[config.mk]
export PLATFORM = sky130hd
export DESIGN_NAME = count_seq_ctrl
export DESIGN_NICKNAME = d
export VERILOG_FILES = /design/src/rtl/count_seq_ctrl.sv
export SDC_FILE = /design/constraint.sdc
export NUM_CORES = 1
export LEC_CHECK = 0
export CAP_MARGIN = 5
export CORE_MARGIN = 2
export CORE_UTILIZATION = 46
export DETAILED_ROUTE_END_ITERATION = 7
export HOLD_SLACK_MARGIN = 0.05
export PLACE_DENSITY = 0.72
export SLEW_MARGIN = 20
export SYNTH_ARGS = -nofsm -noshare
export SYNTH_HDL_FRONTEND = slang
export SYNTH_SLANG_ARGS = --single-unit
[constraint.sdc]
create_clock -name clk -period 2.1 [get_ports clk]
set_input_delay 0.42 -clock clk [delete_from_list [all_inputs] [get_ports clk]]
set_output_delay 0.42 -clock clk [all_outputs]
set_load 0.01 [all_outputs]
[src/rtl/count_seq_ctrl.sv]
// Two-phase sequencer: counter Q1 runs 0..A_MAX, then counter Q2 runs 0..B_MAX,
// then a single DONE cycle. Supports hold (freeze) and abort (back to IDLE).
module count_seq_ctrl #(
  parameter logic [3:0] A_MAX = 4'd9,
  parameter logic [2:0] B_MAX = 3'd7
) (
  input  logic       clk,
  input  logic       rst,
  input  logic       start,
  input  logic       hold,
  input  logic       abort,
  output logic [3:0] Q1,
  output logic [2:0] Q2,
  output logic [1:0] state,
  output logic       busy,
  output logic       done
);

  localparam int unsigned A_W = 4;
  localparam int unsigned B_W = 3;

  typedef enum logic [1:0] {
    IDLE  = 2'b00,
    RUN_A = 2'b01,
    RUN_B = 2'b10,
    DONE  = 2'b11
  } state_e;

  state_e         state_q, state_d;
  logic [A_W-1:0] q1_q, q1_d;
  logic [B_W-1:0] q2_q, q2_d;
  logic           busy_q, done_q;

  // Next-state and counter update; abort beats hold beats count.
  always_comb begin
    state_d = state_q;
    q1_d    = q1_q;
    q2_d    = q2_q;
    case (state_q)
      IDLE: begin
        q1_d = '0;
        q2_d = '0;
        if (start) state_d = RUN_A;
      end
      RUN_A: begin
        if (abort) begin
          state_d = IDLE;
          q1_d    = '0;
          q2_d    = '0;
        end else if (!hold) begin
          if (q1_q >= A_MAX) begin
            state_d = RUN_B;
            q1_d    = '0;
            q2_d    = '0;
          end else begin
            q1_d = A_W'(q1_q + 1'b1);
          end
        end
      end
      RUN_B: begin
        if (abort) begin
          state_d = IDLE;
          q1_d    = '0;
          q2_d    = '0;
        end else if (!hold) begin
          q1_d = '0;
          if (q2_q >= B_MAX) begin
            state_d = DONE;
            q2_d    = '0;
          end else begin
            q2_d = B_W'(q2_q + 1'b1);
          end
        end
      end
      DONE: begin
        state_d = IDLE;
        q1_d    = '0;
        q2_d    = '0;
      end
      default: begin
        state_d = IDLE;
        q1_d    = '0;
        q2_d    = '0;
      end
    endcase
  end

  // busy/done are flops loaded from the next state, so they track state exactly.
  always_ff @(posedge clk or posedge rst) begin
    if (rst) begin
      state_q <= IDLE;
      q1_q    <= '0;
      q2_q    <= '0;
      busy_q  <= 1'b0;
      done_q  <= 1'b0;
    end else begin
      state_q <= state_d;
      q1_q    <= q1_d;
      q2_q    <= q2_d;
      busy_q  <= (state_d == RUN_A) || (state_d == RUN_B);
      done_q  <= (state_d == DONE);
    end
  end

  assign Q1    = q1_q;
  assign Q2    = q2_q;
  assign state = state_q;
  assign busy  = busy_q;
  assign done  = done_q;

endmodule

==> run_1/final_placement.png <==
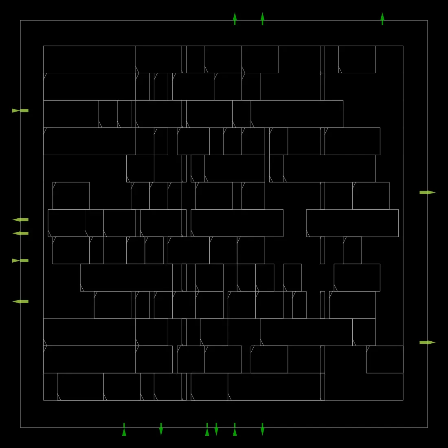
share of the final layout cell area in sequential cells: 0.3298
number of standard cells in the layout, taps in and fillers out: 96
# Taps: 15

==> run_1/metal_stack.png <==
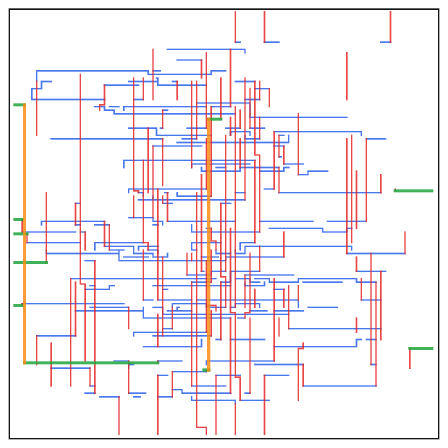
green -> met3  # wire length 26.0 um
blue -> met1  # wire length 608 um
orange -> met4  # wire length 48.3 um
red -> met2  # wire length 580 um
detailed-route via count: 516
per-cell routed wire length: 13.15 um

==> run_1/clock_map.png <==
Scale bar: 10 um.
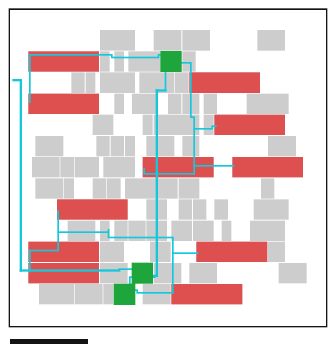
green -> cells driving clock nets  # count 3
cyan -> clock wires  # length 177 um
red -> flip-flops  # count 11
routed clock nets = 4

==> results_dict.tcl, run 1 <==
# metrics dict for downstream scripts
set metrics [dict create \
    syn-instance-count 59 \
    common_cells "sky130_fd_sc_hd__dfrtp_1, sky130_fd_sc_hd__ha_1, sky130_fd_sc_hd__o21ai_0" \
    clk_transition_reported_paths_ns 0.07 \
    cts_resized 0 \
    yosys.area.top_type_share 0.4462 \
    met1_length_um 607 \
    final_hold_viol_count 0 \
    postRouteAntennaNets 0 \
    cell_count_in_the_yosys_report 59 \
    fp_nets 70 \
    worst_path_dominant_cell_family "simple AND/OR/NAND/NOR gates" \
    worst_ep_arrival_time_ns 2.04 \
    cts-root-buf "sky130_fd_sc_hd__clkbuf_4" \
    clock_insertion_delay_worst_skew_ns 0.27 \
    final-comb-area_sq_um 326.6 \
    synthesized_cell_area_sq_um 616.8 \
    final_max_slew_viols 0 \
    final_layout_size_suffix_gt1_frac 0.1605 \
    util_after_layout 0.6578 \
    busiest_layer "met2" \
    rows 13 \
    share_seq_of_total_power 0.397 \
    critPathMaxFanout 7 \
    dieArea_sq_um 1650 \
    global_route.usage.met3 0.03261 \
    cell_area_after_placement_sq_um 808.3 \
    fin_worst_skew_ns 0.003649 \
    routed_wirelength_mm 1.262 \
    fin_area_sq_um 834.6 \
    path_buffers 0 \
    internal_power_uw 465.0 \
    postCtsSetupRepairBufs 0 \
    power.leakage_uw 0.0003570 \
    ys_seq_share 0.4462 \
    most_numerous_cell_in_the_yosys_netlist "sky130_fd_sc_hd__dfrtp_1" \
    hpwl_um 962.4 \
    synth-async-reset-ratio 1.000 \
    met2_track_utilization_from_global_routing 0.3095 \
    ys_dominant_reg_cell "sky130_fd_sc_hd__dfrtp_1" \
    top_signal_layer_used "met4" \
    cts_sinks 11 \
    setup_repair_after_global_routing_missed_its_margin "false" \
    ys_ff 11 \
    ir_worst_vdd_mv 0.5328 \
    die_height_um 40.62 \
    met3RoutedLength_um 25 \
    nFillCells 115 \
    start_kind "flip-flop" \
    vias_per_cell 5.375 \
    comb_power_share 0.394 \
    globalplace.congestion 0.7385 \
    worst_hold_path_type "in2async" \
    crit_chain "ha_1 > or3b_4 > a21oi_4 > nor3_1 > nor2_1 > ha_1" \
    clk_path_buf_depth 2 \
    pin_count_of_the_biggest_net_entering_global_routing 12 \
    worst_pin_slew_ns 0.4337 \
    synth.area.top_cells "sky130_fd_sc_hd__dfrtp_1, sky130_fd_sc_hd__ha_1, sky130_fd_sc_hd__o21ai_0" \
    report.final.setup_viol 0 \
    grt_util_overall 0.2055 \
    groute.layer.met1.usage 0.2543 \
    fp_util 0.4862 \
    cpPeakStageDelay_ns 0.45 \
    criticalPathCategory "reg2reg" \
    number_of_antenna_violations_at_the_first_check_in_global_routing 0 \
    synth.yosys.warnings 0 \
    area.growth.synth_to_final_pct 35.29 \
    final.period_utilization 0.8941 \
    dieWidth_um 40.62 \
    tool_warnings 28 \
    met2RoutedLength_um 579 \
    flop_area_sq_um 275.3 \
    first_global_vias 452 \
    drt_first_iter_violations 6 \
    yosysTopAreaCell "sky130_fd_sc_hd__dfrtp_1" \
    globalRoute.totalOverflow 0 \
    port_buffers 15 \
    max_slew_margin 0.7106 \
    power.density_cell_area_nw_per_um2 856.1 \
    worst_r2r_path_depth 6 \
    cts_hold_buffers 0 \
    crit_top_cell "sky130_fd_sc_hd__ha_1" \
    worst_slack_ns 0.2224 \
    cts_made_buffers 3 \
    layout_top_cells_excl_fill_tap "sky130_fd_sc_hd__clkdlybuf4s50_1, sky130_fd_sc_hd__dfrtp_1, sky130_fd_sc_hd__o21ai_0, sky130_fd_sc_hd__ha_1" \
    holdWs_ns 0.4355 \
    setup.worst_path.end_class "flip-flop" \
    max_freq_mhz 532.6 \
    synth.lib_cells_used.distinct 22 \
    cap_violations 0 \
    grt_pass1_wl_mm 2.028 \
    net-switching-power_uw 249.5 \
    firstDrtPassIters 4 \
    cp_num_cells 6 \
    synth-edff-count 0 \
    layout.cells.most_common "sky130_fd_sc_hd__clkdlybuf4s50_1" \
    synthesized_chip_area_reported_by_yosys_sq_um 616.8 \
    io_pins 16 \
    drcViolationCount 0 \
    antennaDiodeCount 0 \
    power.share.switching 0.3491 \
    postSynthAreaPerCell_sq_um 10.45 \
    run_status "finished, final reports clean" \
    clkPwrFrac 0.209 \
    final_net_count 93 \
    dp_worst_setup_slack_ns -0.03436 \
    worst-endpoint-required_ns 2.26 \
    cts_tree "built" \
    cp_slowest_cell "sky130_fd_sc_hd__dfrtp_1" \
    layout_min_cycle_time_ns 1.878 \
    timing.setup.tns_ns 0 \
    ctsHtreeMaxLevel 1 \
    fp.coreArea_sq_um 1269 \
]
==> run 1: logic make-up (layout without fill, tap and decap cells) <==
family	after synthesis	count (layout)	synth area share
AND/OR/NAND/NOR	20	20	0.1967
AND-OR/OR-AND	16	16	0.1724
flip-flops	11	11	0.4462
adder cells (fa/ha/maj)	6	6	0.1217
buffers and inverters	4	26	0.02433
XOR/XNOR	1	1	0.01420
multiplexers	1	1	0.02433
==> run 1: registers in the layout, indices dropped and copies added (netlist names) <==
signal  count
busy        1
Q2          3
state       2
done        1
Q1          4
==> run 1: power groups by stage <==
stage,Clock (uW),Sequential [uW],Combinational (uW)
global route,164,290,312
floorplan,0,298,153
global placement,0,287,278
finish,149,284,281
CTS,155,283,286
detailed placement,0,287,285
==> run 1: final timing paths <==
| path | endpoint | from | slack, ns |
|---|---|---|---|
| min in group clk | Q2[1] | Q2[1] | 0.58 |
| worst max register to register | busy | Q1[0] | 0.22 |
| worst min-delay path | Q1[0] | rst | 0.44 |
| worst min register to register | Q2[1] | Q2[1] | 0.58 |
| worst max-delay path | busy | Q1[0] | 0.22 |
| max in group asynchronous | Q2[2] | rst | 1.36 |
==> run 1: final cells by class <==
cell class / instances / share of cell area
clock buffers: 4 / 0.03148
inverters: 4 / 0.01799
multi-input cells: 44 / 0.3913
flip-flops and latches: 11 / 0.3298
well taps: 15 / 0.02249
repair buffers: 18 / 0.2069
==> run 1: metrics by stage <==
stage	total power, uW	std cells
floorplan	450.4	59
CTS	724.2	96
global placement	565.8	92
global route	766.8	96
finish	714.5	96
detailed placement	572.2	92
==> run_1/met3.png <==
Scale bar: 10 um.
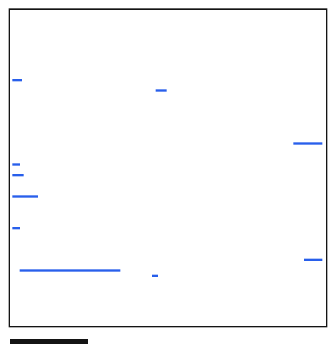

==> run 2: changes to the inputs <==
--- a/config.mk
+++ b/config.mk
@@ -7,10 +7,10 @@
 export LEC_CHECK = 0
 export CAP_MARGIN = 5
 export CORE_MARGIN = 2
-export CORE_UTILIZATION = 46
+export CORE_UTILIZATION = 45
 export DETAILED_ROUTE_END_ITERATION = 7
 export HOLD_SLACK_MARGIN = 0.05
-export PLACE_DENSITY = 0.72
+export PLACE_DENSITY = 0.71
 export SLEW_MARGIN = 20
 export SYNTH_ARGS = -nofsm -noshare
 export SYNTH_HDL_FRONTEND = slang
==> run_2/met3.png <==
Scale bar: 10 um.
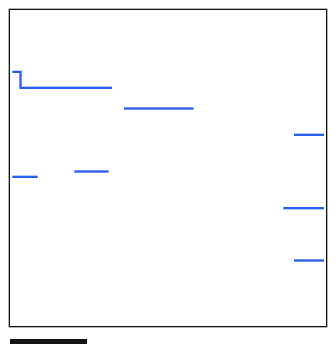
wire length on this layer = 42.7 um
nets with wire on the layer = 6
main direction = horizontal
longest straight run = 11.7 um
share of all routed wire = 3.6%
met3 usage in global routing: 0.04891
detailed-route via count: 508
total detailed-routing wirelength: 1.192 mm

==> run 2 against run 1 <==
  * Worst setup slack improved by 0.030 ns
  * Area after synthesis unchanged
  * Largest power group is now combinational cells
  * Power down 0.63%
  * Combinational power up 3%
  * Critical path type unchanged
  * Critical endpoint unchanged
  * Non-clock buffer count stayed put
  * Critical path depth up 1
  * Core utilization fell by 0.83 points
  * Clock power decreased by 3%
  * Die area rose by 2.0%
  * Clock-buffer cell count unchanged
  * Flip-flop count is the same
  * Highest routed layer is now met3
  * Via count down 1.6%
==> results_dict.tcl, run 2 <==
# metrics dict for downstream scripts
set metrics [dict create \
    power.density_cell_area_nw_per_um2 850.8 \
    timing.setup.tns_ns 0 \
    port_buffers 15 \
    antennaDiodeCount 0 \
    ys_dominant_reg_cell "sky130_fd_sc_hd__dfrtp_1" \
    adder_share 0.1217 \
    cts_made_buffers 3 \
    max_slew_margin 0.7227 \
    worst_slack_ns 0.2527 \
    worst_ep_arrival_time_ns 2.00 \
    layout.cells.most_common "sky130_fd_sc_hd__clkdlybuf4s50_1" \
    setup_repair_after_global_routing_missed_its_margin "false" \
    rows 13 \
    final_layout_size_suffix_gt1_frac 0.1605 \
    final_net_count 93 \
    synthesized_cell_area_sq_um 616.8 \
    yosys.area_share.simple 0.1968 \
    dieWidth_um 41.03 \
    cts-root-buf "sky130_fd_sc_hd__clkbuf_4" \
    dp.cells 92 \
    clk_path_buf_depth 2 \
    synth-async-reset-ratio 1.000 \
    post_synth_ao_oa_area_fraction 0.1724 \
    worst-endpoint-required_ns 2.26 \
    fp_nets 70 \
    muxShareOfSynthArea 0.02434 \
    cts_resized 0 \
    postCtsSetupRepairBufs 0 \
    cell_area_after_placement_sq_um 808.3 \
    nFillCells 112 \
    first_global_vias 444 \
    number_of_antenna_violations_at_the_first_check_in_global_routing 0 \
    pin_count_of_the_biggest_net_entering_global_routing 12 \
    yosys.area.top_type_share 0.4462 \
    synth-edff-count 0 \
    cts_tree "built" \
    largest_register_ff_count 4 \
    cts_hold_buffers 0 \
    most_numerous_cell_in_the_yosys_netlist "sky130_fd_sc_hd__dfrtp_1" \
    crit_chain "inv_1 > ha_1 > or3b_4 > a21oi_4 > nor3_1 > nor2_1 > ha_1" \
    run_status "finished, final reports clean" \
    yosysTopAreaCell "sky130_fd_sc_hd__dfrtp_1" \
    ys_seq_share 0.4462 \
    ys_ff 11 \
    clk_transition_reported_paths_ns 0.07 \
    globalRoute.totalOverflow 0 \
    synthesized_chip_area_reported_by_yosys_sq_um 616.8 \
    cap_violations 0 \
    power.leakage_uw 0.0003571 \
    vias_per_cell 5.292 \
    clock_insertion_delay_worst_skew_ns 0.27 \
    synth.lib_cells_used.distinct 22 \
    design_power_total_uw 710.0 \
    firstDrtPassIters 2 \
    final_max_slew_viols 0 \
    critPathMaxFanout 5 \
    drcViolationCount 0 \
    cp_slowest_cell "sky130_fd_sc_hd__dfrtp_1" \
    dieArea_sq_um 1683 \
    layout_top_cells_excl_fill_tap "sky130_fd_sc_hd__clkdlybuf4s50_1, sky130_fd_sc_hd__dfrtp_1, sky130_fd_sc_hd__o21ai_0, sky130_fd_sc_hd__ha_1" \
    fp.coreArea_sq_um 1285 \
    cpPeakStageDelay_ns 0.41 \
    layout_min_cycle_time_ns 1.847 \
    synth.area.top_cells "sky130_fd_sc_hd__dfrtp_1, sky130_fd_sc_hd__ha_1, sky130_fd_sc_hd__o21ai_0" \
    fin_worst_skew_ns 0.0003921 \
    drt_first_iter_violations 5 \
    common_cells "sky130_fd_sc_hd__dfrtp_1, sky130_fd_sc_hd__ha_1, sky130_fd_sc_hd__o21ai_0" \
    final.period_utilization 0.8797 \
    postRouteAntennaNets 0 \
    cts_sinks 11 \
    grt_pass1_wl_mm 1.869 \
    start_kind "flip-flop" \
    netlist_logic_family_top "simple AND/OR/NAND/NOR gates" \
    xor_xnor_portion_of_the_synthesized_cell_area 0.01420 \
    tool_warnings 28 \
    syn-instance-count 59 \
    globalplace.congestion 0.7636 \
    ir_worst_vdd_mv 0.5607 \
    fin_area_sq_um 834.6 \
    layout.cells.non_filler 96 \
    crit_top_cell "sky130_fd_sc_hd__ha_1" \
    fp_util 0.4800 \
    detail_route.wl_per_cell_um 12.42 \
    holdWs_ns 0.4388 \
    criticalPathCategory "reg2reg" \
    grt_util_overall 0.1725 \
    dp_worst_setup_slack_ns 0.01617 \
    worst_pin_slew_ns 0.4155 \
    hpwl_um 927.7 \
    postSynthAreaPerCell_sq_um 10.45 \
    synth.yosys.warnings 0 \
    report.final.setup_viol 0 \
    final_hold_viol_count 0 \
    io_pins 16 \
    cell_count_in_the_yosys_report 59 \
    area.growth.synth_to_final_pct 35.29 \
    max_freq_mhz 541.3 \
    util_after_layout 0.6495 \
    ctsHtreeMaxLevel 1 \
    worst_hold_path_type "in2async" \
    setup.worst_path.end_class "flip-flop" \
    die_height_um 41.03 \
]
==> run_2/registers.png <==
Other sequential cells in the stronger gray, the rest of the logic in the fainter gray.
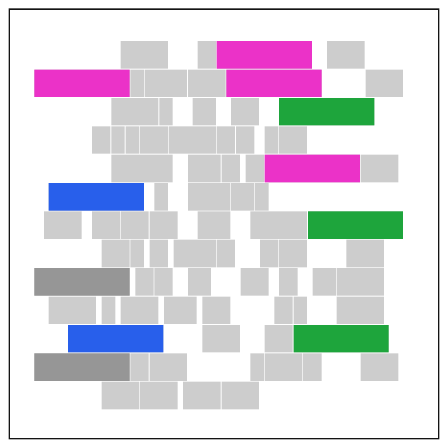
blue -> state  # sequential cells 2
magenta -> Q1  # sequential cells 4
green -> Q2  # sequential cells 3
not colored = 2

[run 2: cell counts after synthesis]
Identical to the previous run, type by type.
[run 2: where the power goes]
group	leakage (uW)	switching (uW)	total (uW)	internal, uW
sequential	0.000147	33.0	277	244
combinational	0.000195	139	289	150
clock	0.0000150	71.3	145	73.5
total	0.000357	243	710	467
[run 2: final timing paths]
check,startpoint,end,slack (ns),cells after the start
min reg2reg,Q2[1],Q2[1],0.58,2
min,rst,Q2[1],0.44,2
max reg2reg,Q1[1],busy,0.25,7
max in group asynchronous,rst,Q2[0],1.37,2
max,Q1[1],busy,0.25,7
min in group clk,Q2[1],Q2[1],0.58,2
[run 2: worst max-delay path: cells and delay by family, from the launching register on]
kind | cells | cell delay (ns)
simple gates | 3 | 0.61
fa+ha+maj | 2 | 0.42
flops | 1 | 0.41
compound gates | 1 | 0.22
buf+inv | 1 | 0.08
[run 2: per-layer routing]
layer | track usage | wire length (um) | up-vias
li1 | - | - | 259
met5 | 0 | 0 | -
met3 | 0.04891 | 42 | 0
met4 | 0.05000 | 0 | 0
met2 | 0.2852 | 588 | 9
met1 | 0.2155 | 561 | 240
[run 2: cells by family (layout without fill, tap and decap cells)]
logic type | count (synthesis) | in the layout
AND-OR/OR-AND | 16 | 16
XOR/XNOR | 1 | 1
adder cells (fa/ha/maj) | 6 | 6
buffers and inverters | 4 | 26
flip-flops | 11 | 11
multiplexers | 1 | 1
AND/OR/NAND/NOR | 20 | 20
[run 2: final cells by class]
type,count,area (sq um),area share
clock buffers,4,26.28,0.03148
multi-input cells,44,326.6,0.3913
well taps,15,18.77,0.02249
repair buffers,18,172.7,0.2069
flip-flops and latches,11,275.3,0.3298
inverters,4,15.01,0.01799
==> run 3: changes to the inputs <==
--- a/config.mk
+++ b/config.mk
@@ -5,6 +5,7 @@
 export SDC_FILE = /design/constraint.sdc
 export NUM_CORES = 1
 export LEC_CHECK = 0
+export ABC_CLOCK_PERIOD_IN_PS = 2100
 export CAP_MARGIN = 5
 export CORE_MARGIN = 2
 export CORE_UTILIZATION = 45
==> run_3/met3.png <==
Scale bar: 10 um.
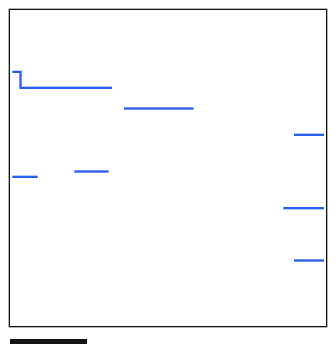
longest straight run = 11.7 um
main direction = horizontal
wire length on this layer = 42.7 um
share of all routed wire = 3.6%
nets with wire on the layer = 6

==> run_3/clock_map.png <==
Scale bar: 10 um.
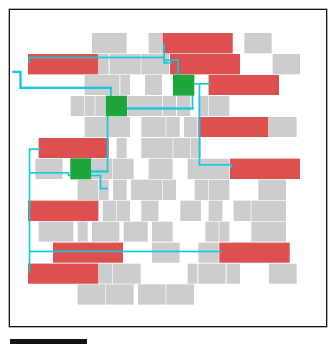
green -> cells driving clock nets  # count 3
red -> flip-flops  # count 11
cyan -> clock wires  # length 143 um
routed clock nets = 4
clock latency of the later-clocked register in the worst-skew pair: 0.27 ns
clock network power share: 0.204
maximum clock skew at final layout: 0.0003921 ns

==> run 3 against run 2 <==
  * Final cell count unchanged
  * Die area stayed put
  * Clock-buffer cell count is the same
  * Critical path depth is the same
  * Critical path type unchanged
  * Critical endpoint unchanged
==> results_dict.tcl, run 3 <==
# metrics dict for downstream scripts
set metrics [dict create \
    run_status "finished, final reports clean" \
    dieWidth_um 41.03 \
    vias_per_cell 5.292 \
    largest_register_ff_count 4 \
    postRouteAntennaNets 0 \
    setup.worst_path.end_class "flip-flop" \
    drcViolationCount 0 \
    drt_first_iter_violations 5 \
    detail_route.wl_per_cell_um 12.42 \
    cts_tree "built" \
    final_net_count 93 \
    regToRegSetupSlack_ns 0.25 \
    layout.cells.most_common "sky130_fd_sc_hd__clkdlybuf4s50_1" \
    final_layout_size_suffix_gt1_frac 0.1605 \
    layout_top_cells_excl_fill_tap "sky130_fd_sc_hd__clkdlybuf4s50_1, sky130_fd_sc_hd__dfrtp_1, sky130_fd_sc_hd__o21ai_0, sky130_fd_sc_hd__ha_1" \
    fp.coreArea_sq_um 1285 \
    postSynthAreaPerCell_sq_um 10.45 \
    synthesized_chip_area_reported_by_yosys_sq_um 616.8 \
    worst_path_dominant_cell_family "simple AND/OR/NAND/NOR gates" \
    area.growth.synth_to_final_pct 35.29 \
    final_hold_viol_count 0 \
    timing.setup.tns_ns 0 \
    number_of_antenna_violations_at_the_first_check_in_global_routing 0 \
    pin_count_of_the_biggest_net_entering_global_routing 12 \
    vias 508 \
    design_power_total_uw 710.0 \
    synth.lib_cells_used.distinct 22 \
    port_buffers 15 \
    clk_transition_reported_paths_ns 0.07 \
    crit_top_cell "sky130_fd_sc_hd__ha_1" \
    rows 13 \
    antennaDiodeCount 0 \
    worst_pin_slew_ns 0.4155 \
    tool_warnings 28 \
    nFillCells 112 \
    cts_hold_buffers 0 \
    crit_chain "inv_1 > ha_1 > or3b_4 > a21oi_4 > nor3_1 > nor2_1 > ha_1" \
    grt_pass1_wl_mm 1.869 \
    report.final.setup_viol 0 \
    globalplace.congestion 0.7636 \
    io_pins 16 \
    cpPeakStageDelay_ns 0.41 \
    grt_util_overall 0.1725 \
    routed_wirelength_mm 1.192 \
    yosysTopAreaCell "sky130_fd_sc_hd__dfrtp_1" \
    worst_ep_arrival_time_ns 2.00 \
    final.period_utilization 0.8797 \
    start_kind "flip-flop" \
    clk_path_buf_depth 2 \
    postCtsSetupRepairBufs 0 \
    cts_sinks 11 \
    die_height_um 41.03 \
    ys_seq_share 0.4462 \
    flop_area_sq_um 275.3 \
    regToRegEndpoint "busy" \
    setup_repair_after_global_routing_missed_its_margin "false" \
    synthesized_cell_area_sq_um 616.8 \
    globalRoute.totalOverflow 0 \
    first_global_vias 444 \
    cp_slowest_cell "sky130_fd_sc_hd__dfrtp_1" \
    cts_resized 0 \
    layout_min_cycle_time_ns 1.847 \
    synth.yosys.warnings 0 \
    synth-edff-count 0 \
    most_numerous_cell_in_the_yosys_netlist "sky130_fd_sc_hd__dfrtp_1" \
    synth-async-reset-ratio 1.000 \
    layout.cells.non_filler 96 \
    yosys.area.top_type_share 0.4462 \
    worst_r2r_path_depth 7 \
    critPathMaxFanout 5 \
    max_slew_margin 0.7227 \
    ir_worst_vdd_mv 0.5607 \
    path_buffers 1 \
    common_cells "sky130_fd_sc_hd__dfrtp_1, sky130_fd_sc_hd__ha_1, sky130_fd_sc_hd__o21ai_0" \
    hpwl_um 927.7 \
    cts_made_buffers 3 \
    power.density_cell_area_nw_per_um2 850.8 \
    fp_nets 70 \
    ys_dominant_reg_cell "sky130_fd_sc_hd__dfrtp_1" \
    dp.cells 92 \
    ys_ff 11 \
    synth.area.top_cells "sky130_fd_sc_hd__dfrtp_1, sky130_fd_sc_hd__ha_1, sky130_fd_sc_hd__o21ai_0" \
    criticalPathCategory "reg2reg" \
    syn-instance-count 59 \
    util_after_layout 0.6495 \
    max_freq_mhz 541.3 \
    dieArea_sq_um 1683 \
    final-comb-area_sq_um 326.6 \
    cts-root-buf "sky130_fd_sc_hd__clkbuf_4" \
    firstDrtPassIters 2 \
    fp_util 0.4800 \
    cap_violations 0 \
    worst_hold_path_type "in2async" \
    worst-endpoint-required_ns 2.26 \
    power.leakage_uw 0.0003571 \
    ctsHtreeMaxLevel 1 \
    final_max_slew_viols 0 \
    rr_startpoint "Q1[1]" \
    cell_count_in_the_yosys_report 59 \
]
## run 3: cell counts in the layout (fill, tap and decap cells not counted)
No cell type changed its count.
## run 3: report_power, final
| part | internal [uW] | switching [uW] | leakage, uW |
|---|---|---|---|
| logic | 150 | 139 | 0.000195 |
| clock network | 73.5 | 71.3 | 0.0000150 |
| registers | 244 | 33.0 | 0.000147 |
## run 3: worst max path at each step
| stage | start | end | slack, ns | depth (start not counted) |
|---|---|---|---|---|
| floorplan | Q1[1] | busy | 0.26 | 7 |
| global placement | abort | busy | 0.03 | 6 |
| detailed placement | abort | busy | 0.02 | 6 |
| CTS | Q1[1] | busy | 0.25 | 7 |
| global route | Q1[1] | busy | 0.14 | 7 |
| finish | Q1[1] | busy | 0.25 | 7 |
## run 3: layout make-up
class,instances,area share
clock buffers,4,0.03148
well taps,15,0.02249
repair buffers,18,0.2069
inverters,4,0.01799
flip-flops and latches,11,0.3298
multi-input cells,44,0.3913
## run 3: per-layer routing
layer	share of wire	global-route usage
met3	0.035	0.04891
met5	0	0
met4	0	0.05000
met1	0.47	0.2155
met2	0.49	0.2852
## run 3: logic make-up after synthesis
family | Yosys count | share of synthesized area
adder cells (fa/ha/maj) | 6 | 0.1217
multiplexers | 1 | 0.02433
buffers and inverters | 4 | 0.02433
AND/OR/NAND/NOR | 20 | 0.1967
flip-flops | 11 | 0.4462
XOR/XNOR | 1 | 0.01420
AND-OR/OR-AND | 16 | 0.1724
## run 3: stage by stage
stage	hold slack, ns	instance area, sq um	setup slack, ns
after global routing	0.4888	834.6	0.1373
final	0.4388	834.6	0.2527
after global placement	0.5615	808.3	0.02655
after detailed placement	0.5623	808.3	0.01617
after floorplan	0.2724	616.8	0.2613
after CTS	0.4514	834.6	0.2498
Power is estimated from default activity; no workload was simulated.
